### config.mk
export PLATFORM = sky130hd
export DESIGN_NAME = clint_timer_gen2_flat
export DESIGN_NICKNAME = d
export VERILOG_FILES = /design/src/rtl/clint_timer_gen2_if.sv /design/src/rtl/clint_timer_gen2.sv /design/src/flat_wrapper.sv
export SDC_FILE = /design/constraint.sdc
export NUM_CORES = 1
export LEC_CHECK = 0
export CAP_MARGIN = 20
export CORE_UTILIZATION = 35
export DETAILED_ROUTE_END_ITERATION = 8
export PLACE_DENSITY = 0.53
export SLEW_MARGIN = 25
export SYNTH_ARGS = -nofsm -noshare
export SYNTH_HDL_FRONTEND = slang
export SYNTH_SLANG_ARGS = --single-unit
export TNS_END_PERCENT = 1
### constraint.sdc
create_clock -name clk_i -period 3 [get_ports clk_i]
set_clock_uncertainty 0.15 [all_clocks]
set_input_delay 0.9 -clock clk_i [delete_from_list [all_inputs] [get_ports clk_i]]
set_output_delay 0.9 -clock clk_i [all_outputs]
set_load 0.03 [all_outputs]
### src/rtl/clint_timer_gen2_if.sv
// Valid/ready register port between the SoC register bridge (master) and the CLINT (slave).
interface clint_timer_gen2_if #(
  parameter int unsigned ADDR_WIDTH = 16
);
  logic                  req_valid_i;
  logic                  req_ready_o;
  logic                  req_we_i;
  logic [ADDR_WIDTH-1:0] req_addr_i;
  logic [63:0]           req_wdata_i;
  logic [7:0]            req_be_i;
  logic                  rsp_valid_o;
  logic                  rsp_ready_i;
  logic [63:0]           rsp_rdata_o;
  logic                  rsp_err_o;

  modport master (
    output req_valid_i, req_we_i, req_addr_i, req_wdata_i, req_be_i, rsp_ready_i,
    input  req_ready_o, rsp_valid_o, rsp_rdata_o, rsp_err_o
  );

  modport slave (
    input  req_valid_i, req_we_i, req_addr_i, req_wdata_i, req_be_i, rsp_ready_i,
    output req_ready_o, rsp_valid_o, rsp_rdata_o, rsp_err_o
  );
endinterface

### src/rtl/clint_timer_gen2.sv
// Core-local interruptor: prescaled 64-bit mtime, per-hart mtimecmp/msip, timer and software irqs.
// Define CLINT_DBG_HALT_EN to add debug_halt_i, which freezes the prescaler and mtime.
module clint_timer_gen2 #(
  parameter int unsigned NR_CORES       = 1,
  parameter int unsigned ADDR_WIDTH     = 16,
  parameter int unsigned PRESCALE_RST   = 1,
  parameter int unsigned PRESCALE_WIDTH = 16
) (
  input  logic                clk_i,
  input  logic                rst_i,
`ifdef CLINT_DBG_HALT_EN
  input  logic                debug_halt_i,
`endif
  clint_timer_gen2_if.slave   bus,
  output logic [NR_CORES-1:0] timer_irq_o,
  output logic [NR_CORES-1:0] ipi_o
);

  localparam int unsigned AW            = ADDR_WIDTH;
  localparam int unsigned PW            = PRESCALE_WIDTH;
  localparam int unsigned IDX_W         = (NR_CORES > 1) ? $clog2(NR_CORES) : 1;
  localparam int unsigned WIN_BYTES     = 8 * NR_CORES;
  localparam int unsigned MSIP_BASE     = 32'h0000;
  localparam int unsigned MTIMECMP_BASE = 32'h4000;
  localparam int unsigned PRESCALE_ADDR = 32'hBFF0;
  localparam int unsigned MTIME_ADDR    = 32'hBFF8;

  // Byte-lane merge of a write into an existing 64-bit register view.
  function automatic logic [63:0] be_merge(input logic [63:0] old_v,
                                           input logic [63:0] new_v,
                                           input logic [7:0]  be);
    logic [63:0] res;
    res = old_v;
    for (int b = 0; b < 8; b++) begin
      if (be[b]) res[8*b +: 8] = new_v[8*b +: 8];
    end
    return res;
  endfunction

  logic [63:0]          mtime_q,    mtime_d;
  logic [63:0]          mtimecmp_q [NR_CORES];
  logic [63:0]          mtimecmp_d [NR_CORES];
  logic [NR_CORES-1:0]  msip_q,     msip_d;
  logic [PW-1:0]        prescale_q, prescale_d;
  logic [PW-1:0]        cnt_q,      cnt_d;
  logic [NR_CORES-1:0]  irq_q,      irq_d;
  logic                 rsp_valid_q, rsp_valid_d;
  logic [63:0]          rsp_rdata_q, rsp_rdata_d;
  logic                 rsp_err_q,   rsp_err_d;

  logic                 halt_c;
  logic                 tick_c;
  logic                 req_ready_c;
  logic                 accept_c;
  logic                 wr_c;
  logic                 aligned_c;
  logic                 in_msip_c;
  logic                 in_cmp_c;
  logic                 is_pre_c;
  logic                 is_mtime_c;
  logic                 err_c;
  logic [IDX_W-1:0]     hart_c;
  logic [63:0]          rdata_c;

`ifdef CLINT_DBG_HALT_EN
  assign halt_c = debug_halt_i;
`else
  assign halt_c = 1'b0;
`endif

  assign req_ready_c = !rsp_valid_q || bus.rsp_ready_i;
  assign accept_c    = bus.req_valid_i && req_ready_c;

  // Address decode; hart slots beyond NR_CORES fall outside the windows and are unmapped.
  always_comb begin
    aligned_c  = (bus.req_addr_i[2:0] == 3'b000);
    in_msip_c  = aligned_c &&
                 (bus.req_addr_i >= AW'(MSIP_BASE)) &&
                 (bus.req_addr_i <  AW'(MSIP_BASE + WIN_BYTES));
    in_cmp_c   = aligned_c &&
                 (bus.req_addr_i >= AW'(MTIMECMP_BASE)) &&
                 (bus.req_addr_i <  AW'(MTIMECMP_BASE + WIN_BYTES));
    is_pre_c   = (bus.req_addr_i == AW'(PRESCALE_ADDR));
    is_mtime_c = (bus.req_addr_i == AW'(MTIME_ADDR));
    err_c      = !(in_msip_c || in_cmp_c || is_pre_c || is_mtime_c);
    hart_c     = bus.req_addr_i[3 +: IDX_W];
    wr_c       = accept_c && bus.req_we_i && !err_c;
  end

  // Read mux on pre-edge register state.
  always_comb begin
    rdata_c = 64'd0;
    if (in_msip_c) begin
      rdata_c = {63'd0, msip_q[hart_c]};
    end else if (in_cmp_c) begin
      rdata_c = mtimecmp_q[hart_c];
    end else if (is_pre_c) begin
      rdata_c = 64'(prescale_q);
    end else if (is_mtime_c) begin
      rdata_c = mtime_q;
    end
  end

  assign tick_c = !halt_c && (cnt_q == prescale_q);

  // Next-state for timer, register file, irqs and response.
  always_comb begin
    cnt_d       = cnt_q;
    prescale_d  = prescale_q;
    mtime_d     = mtime_q;
    msip_d      = msip_q;
    mtimecmp_d  = mtimecmp_q;
    irq_d       = irq_q;
    rsp_valid_d = rsp_valid_q;
    rsp_rdata_d = rsp_rdata_q;
    rsp_err_d   = rsp_err_q;

    if (!halt_c) begin
      cnt_d = tick_c ? '0 : cnt_q + PW'(1);
    end
    if (tick_c) begin
      mtime_d = mtime_q + 64'd1;
    end

    // A software write overrides the tick; partial writes merge with the un-incremented value.
    if (wr_c) begin
      if (is_pre_c) begin
        prescale_d = PW'(be_merge(64'(prescale_q), bus.req_wdata_i, bus.req_be_i));
        cnt_d      = '0;
      end
      if (is_mtime_c) begin
        mtime_d = be_merge(mtime_q, bus.req_wdata_i, bus.req_be_i);
      end
      if (in_msip_c && bus.req_be_i[0]) begin
        msip_d[hart_c] = bus.req_wdata_i[0];
      end
      if (in_cmp_c) begin
        mtimecmp_d[hart_c] = be_merge(mtimecmp_q[hart_c], bus.req_wdata_i, bus.req_be_i);
      end
    end

    for (int i = 0; i < NR_CORES; i++) begin
      irq_d[i] = (mtime_q >= mtimecmp_q[i]);
    end

    if (accept_c) begin
      rsp_valid_d = 1'b1;
      rsp_err_d   = err_c;
      rsp_rdata_d = (bus.req_we_i || err_c) ? 64'd0 : rdata_c;
    end else if (bus.rsp_ready_i) begin
      rsp_valid_d = 1'b0;
    end
  end

  always_ff @(posedge clk_i) begin
    if (rst_i) begin
      mtime_q     <= 64'd0;
      msip_q      <= '0;
      prescale_q  <= PW'(PRESCALE_RST);
      cnt_q       <= '0;
      irq_q       <= '0;
      rsp_valid_q <= 1'b0;
      rsp_rdata_q <= 64'd0;
      rsp_err_q   <= 1'b0;
      for (int i = 0; i < NR_CORES; i++) begin
        mtimecmp_q[i] <= '1;
      end
    end else begin
      mtime_q     <= mtime_d;
      msip_q      <= msip_d;
      prescale_q  <= prescale_d;
      cnt_q       <= cnt_d;
      irq_q       <= irq_d;
      rsp_valid_q <= rsp_valid_d;
      rsp_rdata_q <= rsp_rdata_d;
      rsp_err_q   <= rsp_err_d;
      for (int i = 0; i < NR_CORES; i++) begin
        mtimecmp_q[i] <= mtimecmp_d[i];
      end
    end
  end

  assign bus.req_ready_o = req_ready_c;
  assign bus.rsp_valid_o = rsp_valid_q;
  assign bus.rsp_rdata_o = rsp_rdata_q;
  assign bus.rsp_err_o   = rsp_err_q;
  assign timer_irq_o     = irq_q;
  // The msip register itself drives ipi, so it is visible the cycle after the write edge.
  assign ipi_o           = msip_q;

endmodule

### src/flat_wrapper.sv
// flat-port wrapper written by rule: the top's interface ports become plain ports
module clint_timer_gen2_flat 
#(
  parameter int unsigned NR_CORES       = 1,
  parameter int unsigned ADDR_WIDTH     = 16,
  parameter int unsigned PRESCALE_RST   = 1,
  parameter int unsigned PRESCALE_WIDTH = 16
)
  (clk_i, rst_i, timer_irq_o, ipi_o, bus_req_valid_i, bus_req_we_i, bus_req_addr_i, bus_req_wdata_i, bus_req_be_i, bus_rsp_ready_i, bus_req_ready_o, bus_rsp_valid_o, bus_rsp_rdata_o, bus_rsp_err_o);
  clint_timer_gen2_if #(.ADDR_WIDTH(ADDR_WIDTH)) bus_i ();
  input  logic clk_i;
  input  logic rst_i;
  output logic [NR_CORES-1:0] timer_irq_o;
  output logic [NR_CORES-1:0] ipi_o;
  input wire logic [$bits(bus_i.req_valid_i)-1:0] bus_req_valid_i;
  input wire logic [$bits(bus_i.req_we_i)-1:0] bus_req_we_i;
  input wire logic [$bits(bus_i.req_addr_i)-1:0] bus_req_addr_i;
  input wire logic [$bits(bus_i.req_wdata_i)-1:0] bus_req_wdata_i;
  input wire logic [$bits(bus_i.req_be_i)-1:0] bus_req_be_i;
  input wire logic [$bits(bus_i.rsp_ready_i)-1:0] bus_rsp_ready_i;
  output wire logic [$bits(bus_i.req_ready_o)-1:0] bus_req_ready_o;
  output wire logic [$bits(bus_i.rsp_valid_o)-1:0] bus_rsp_valid_o;
  output wire logic [$bits(bus_i.rsp_rdata_o)-1:0] bus_rsp_rdata_o;
  output wire logic [$bits(bus_i.rsp_err_o)-1:0] bus_rsp_err_o;
  assign bus_i.req_valid_i = bus_req_valid_i;
  assign bus_i.req_we_i = bus_req_we_i;
  assign bus_i.req_addr_i = bus_req_addr_i;
  assign bus_i.req_wdata_i = bus_req_wdata_i;
  assign bus_i.req_be_i = bus_req_be_i;
  assign bus_i.rsp_ready_i = bus_rsp_ready_i;
  assign bus_req_ready_o = bus_i.req_ready_o;
  assign bus_rsp_valid_o = bus_i.rsp_valid_o;
  assign bus_rsp_rdata_o = bus_i.rsp_rdata_o;
  assign bus_rsp_err_o = bus_i.rsp_err_o;
  clint_timer_gen2 #(.NR_CORES(NR_CORES), .ADDR_WIDTH(ADDR_WIDTH), .PRESCALE_RST(PRESCALE_RST), .PRESCALE_WIDTH(PRESCALE_WIDTH)) u_core (.clk_i(clk_i), .rst_i(rst_i), .bus(bus_i), .timer_irq_o(timer_irq_o), .ipi_o(ipi_o));
endmodule
run_1/met2.png
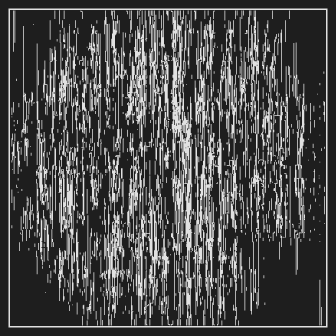
- main direction: vertical
- longest straight run: 67.0 um
- nets with wire on the layer: 1,619
- share of all routed wire: 47%
- wire length on this layer: 18,900 um
Detailed Route WL: 40,400 um
vias: 12,300
met2 Use GR: 36.9%

run_1/density.png
The bar under the picture is 50 um long. The die is cut into 19 by 19 equal tiles; black is low, pale yellow is high, 0 to 100% covered.
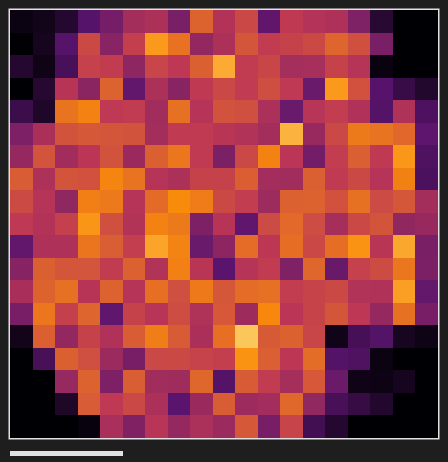
- nearly empty tiles: 6.9%
- tiles over 75% full: 3.3%
- fullest tile: 88%
- emptiest ninth of the die: bottom right
- mean over tiles: 44%
core area: 34,600 um2
Util after Layout: 47.8%
fp_density: 35.6%

run_1/wire_density.png
The bar under the picture is 50 um long. The die is cut into 38 by 38 equal tiles; black is low, pale yellow is high, scaled to the fullest tile. Values are wire area over tile area, all layers added.
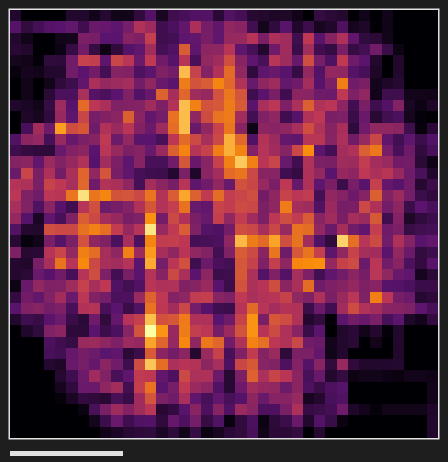
- emptiest ninth of the die: bottom right
- fullest tile: 0.58
- tiles over half the peak: 17%

==> results.toml, run 1 <==
# generated from flow reports
[run_status]
status = "completed"

[flow_run]
warnings = 29
max_cap_violations = 0

[setup_path]
crit_required_ps = 3330
cp-start-kind = "input port"
r2r_end = "u_core.timer_irq_o"
worst_r2r_path_depth = 10
cp-startpoint = "bus_req_addr_i[5]"

[power_and_ir_drop]
p_seq_share_pct = 43.1
clockPowerShare_pct = 50.5
p_sw_mw = 1.63

[synthesis]
adder_share_pct = 6.70
yosysUniqueCellTypes = 71

[route]
top_layer = "met4"

[global_route]
grt_max_degree = 68
grt_antenna_before_repair = 1

[final_layout]
comb-cell-share_pct = 44.0
nonClockInverterCount = 86
mostFrequentLayoutCells = "228 x dfxtp_1, 225 x nand2_1, 157 x nand3_1"
final_cell_area_um2 = 16600
syn_to_final_growth_pct = 34.3

[timing]
min_period_ps = 2990

[worst_hold_path]
min_from = "u_core.bus.rsp_err_o"
min_path_cells = 2
==> run 1 -> run 2 <==
--- a/config.mk
+++ b/config.mk
@@ -8,7 +8,7 @@
 export CAP_MARGIN = 20
 export CORE_UTILIZATION = 35
 export DETAILED_ROUTE_END_ITERATION = 8
-export PLACE_DENSITY = 0.53
+export PLACE_DENSITY = 0.51
 export SLEW_MARGIN = 25
 export SYNTH_ARGS = -nofsm -noshare
 export SYNTH_HDL_FRONTEND = slang
==> constraint.sdc (replaced) <==
create_clock -name clk_i -period 3.36 [get_ports clk_i]
set_clock_uncertainty 0.15 [all_clocks]
set_input_delay 1.008 -clock clk_i [delete_from_list [all_inputs] [get_ports clk_i]]
set_output_delay 1.008 -clock clk_i [all_outputs]
set_load 0.03 [all_outputs]
run_2/final_congestion.png
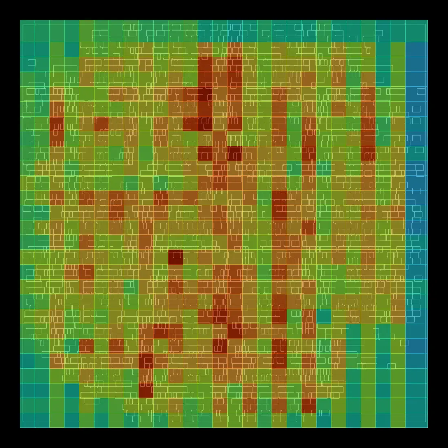
global routing's busiest layer: met2
M3 GR Usage: 2.40%

==> results.toml, run 2 <==
# generated from flow reports
[final_layout]
nClkBuffers = 37
syn_to_final_growth_pct = 31.0
nonClockInverterCount = 86
mostFrequentLayoutCells = "228 x nand2_1, 228 x dfxtp_1, 159 x clkdlybuf4s50_1"
final_cell_area_um2 = 16200
drive_gt1_share_pct = 11.8
comb-cell-share_pct = 43.9
nFillCells = 3474
num-nonclk-buffers = 279
final_util_pct = 46.7

[global_route]
grt_max_degree = 134
grtUsageTotal_pct = 22.2
grt_antenna_before_repair = 0
grtUsageMet2_pct = 36.0

[power_and_ir_drop]
p_sw_mw = 1.51
clockPowerShare_pct = 51.7
p_seq_share_pct = 42.3

[route]
num_vias = 12100
top_layer = "met4"
routed_wl_um = 40200

[setup_path]
path_cells = "clkdlybuf4s50_1, or3_1, or4_4, or3_4, buf_4, nor2_2, o21ba_2, a21o_1, a21oi_1"
critical_path.max_stage_delay_ps = 570
cp-startpoint = "bus_req_addr_i[2]"
crit_required_ps = 3690
crit_cells = 9
worst_r2r_path_depth = 9
r2r_end = "u_core.timer_irq_o"
cp-start-kind = "input port"

[placed_design]
hpwlAfterDp_um = 29800
gp_congestion = 0.826

[die]
core_area_um2 = 34600
initial_core_util_pct = 35.6

[run_status]
status = "completed"

[worst_hold_path]
min_path_cells = 2
min_from = "u_core.mtimecmp_q[20]"

[timing]
min_period_ps = 3280
hold_viol = 0

[synthesis]
area_leaders = "dfxtp_1 37%, nand2_1 7.0%, ha_1 6.7%, nand3_1 6.4%, nor2_1 4.3%"
adder_share_pct = 6.70
yosysUniqueCellTypes = 71
syn-mean-instance-area_um2 = 7.81

[flow_run]
warnings = 29
max_cap_violations = 0

[clock_tree]
clk_pin_slew_ps = 60
cts-root-buf = "clkbuf_16"
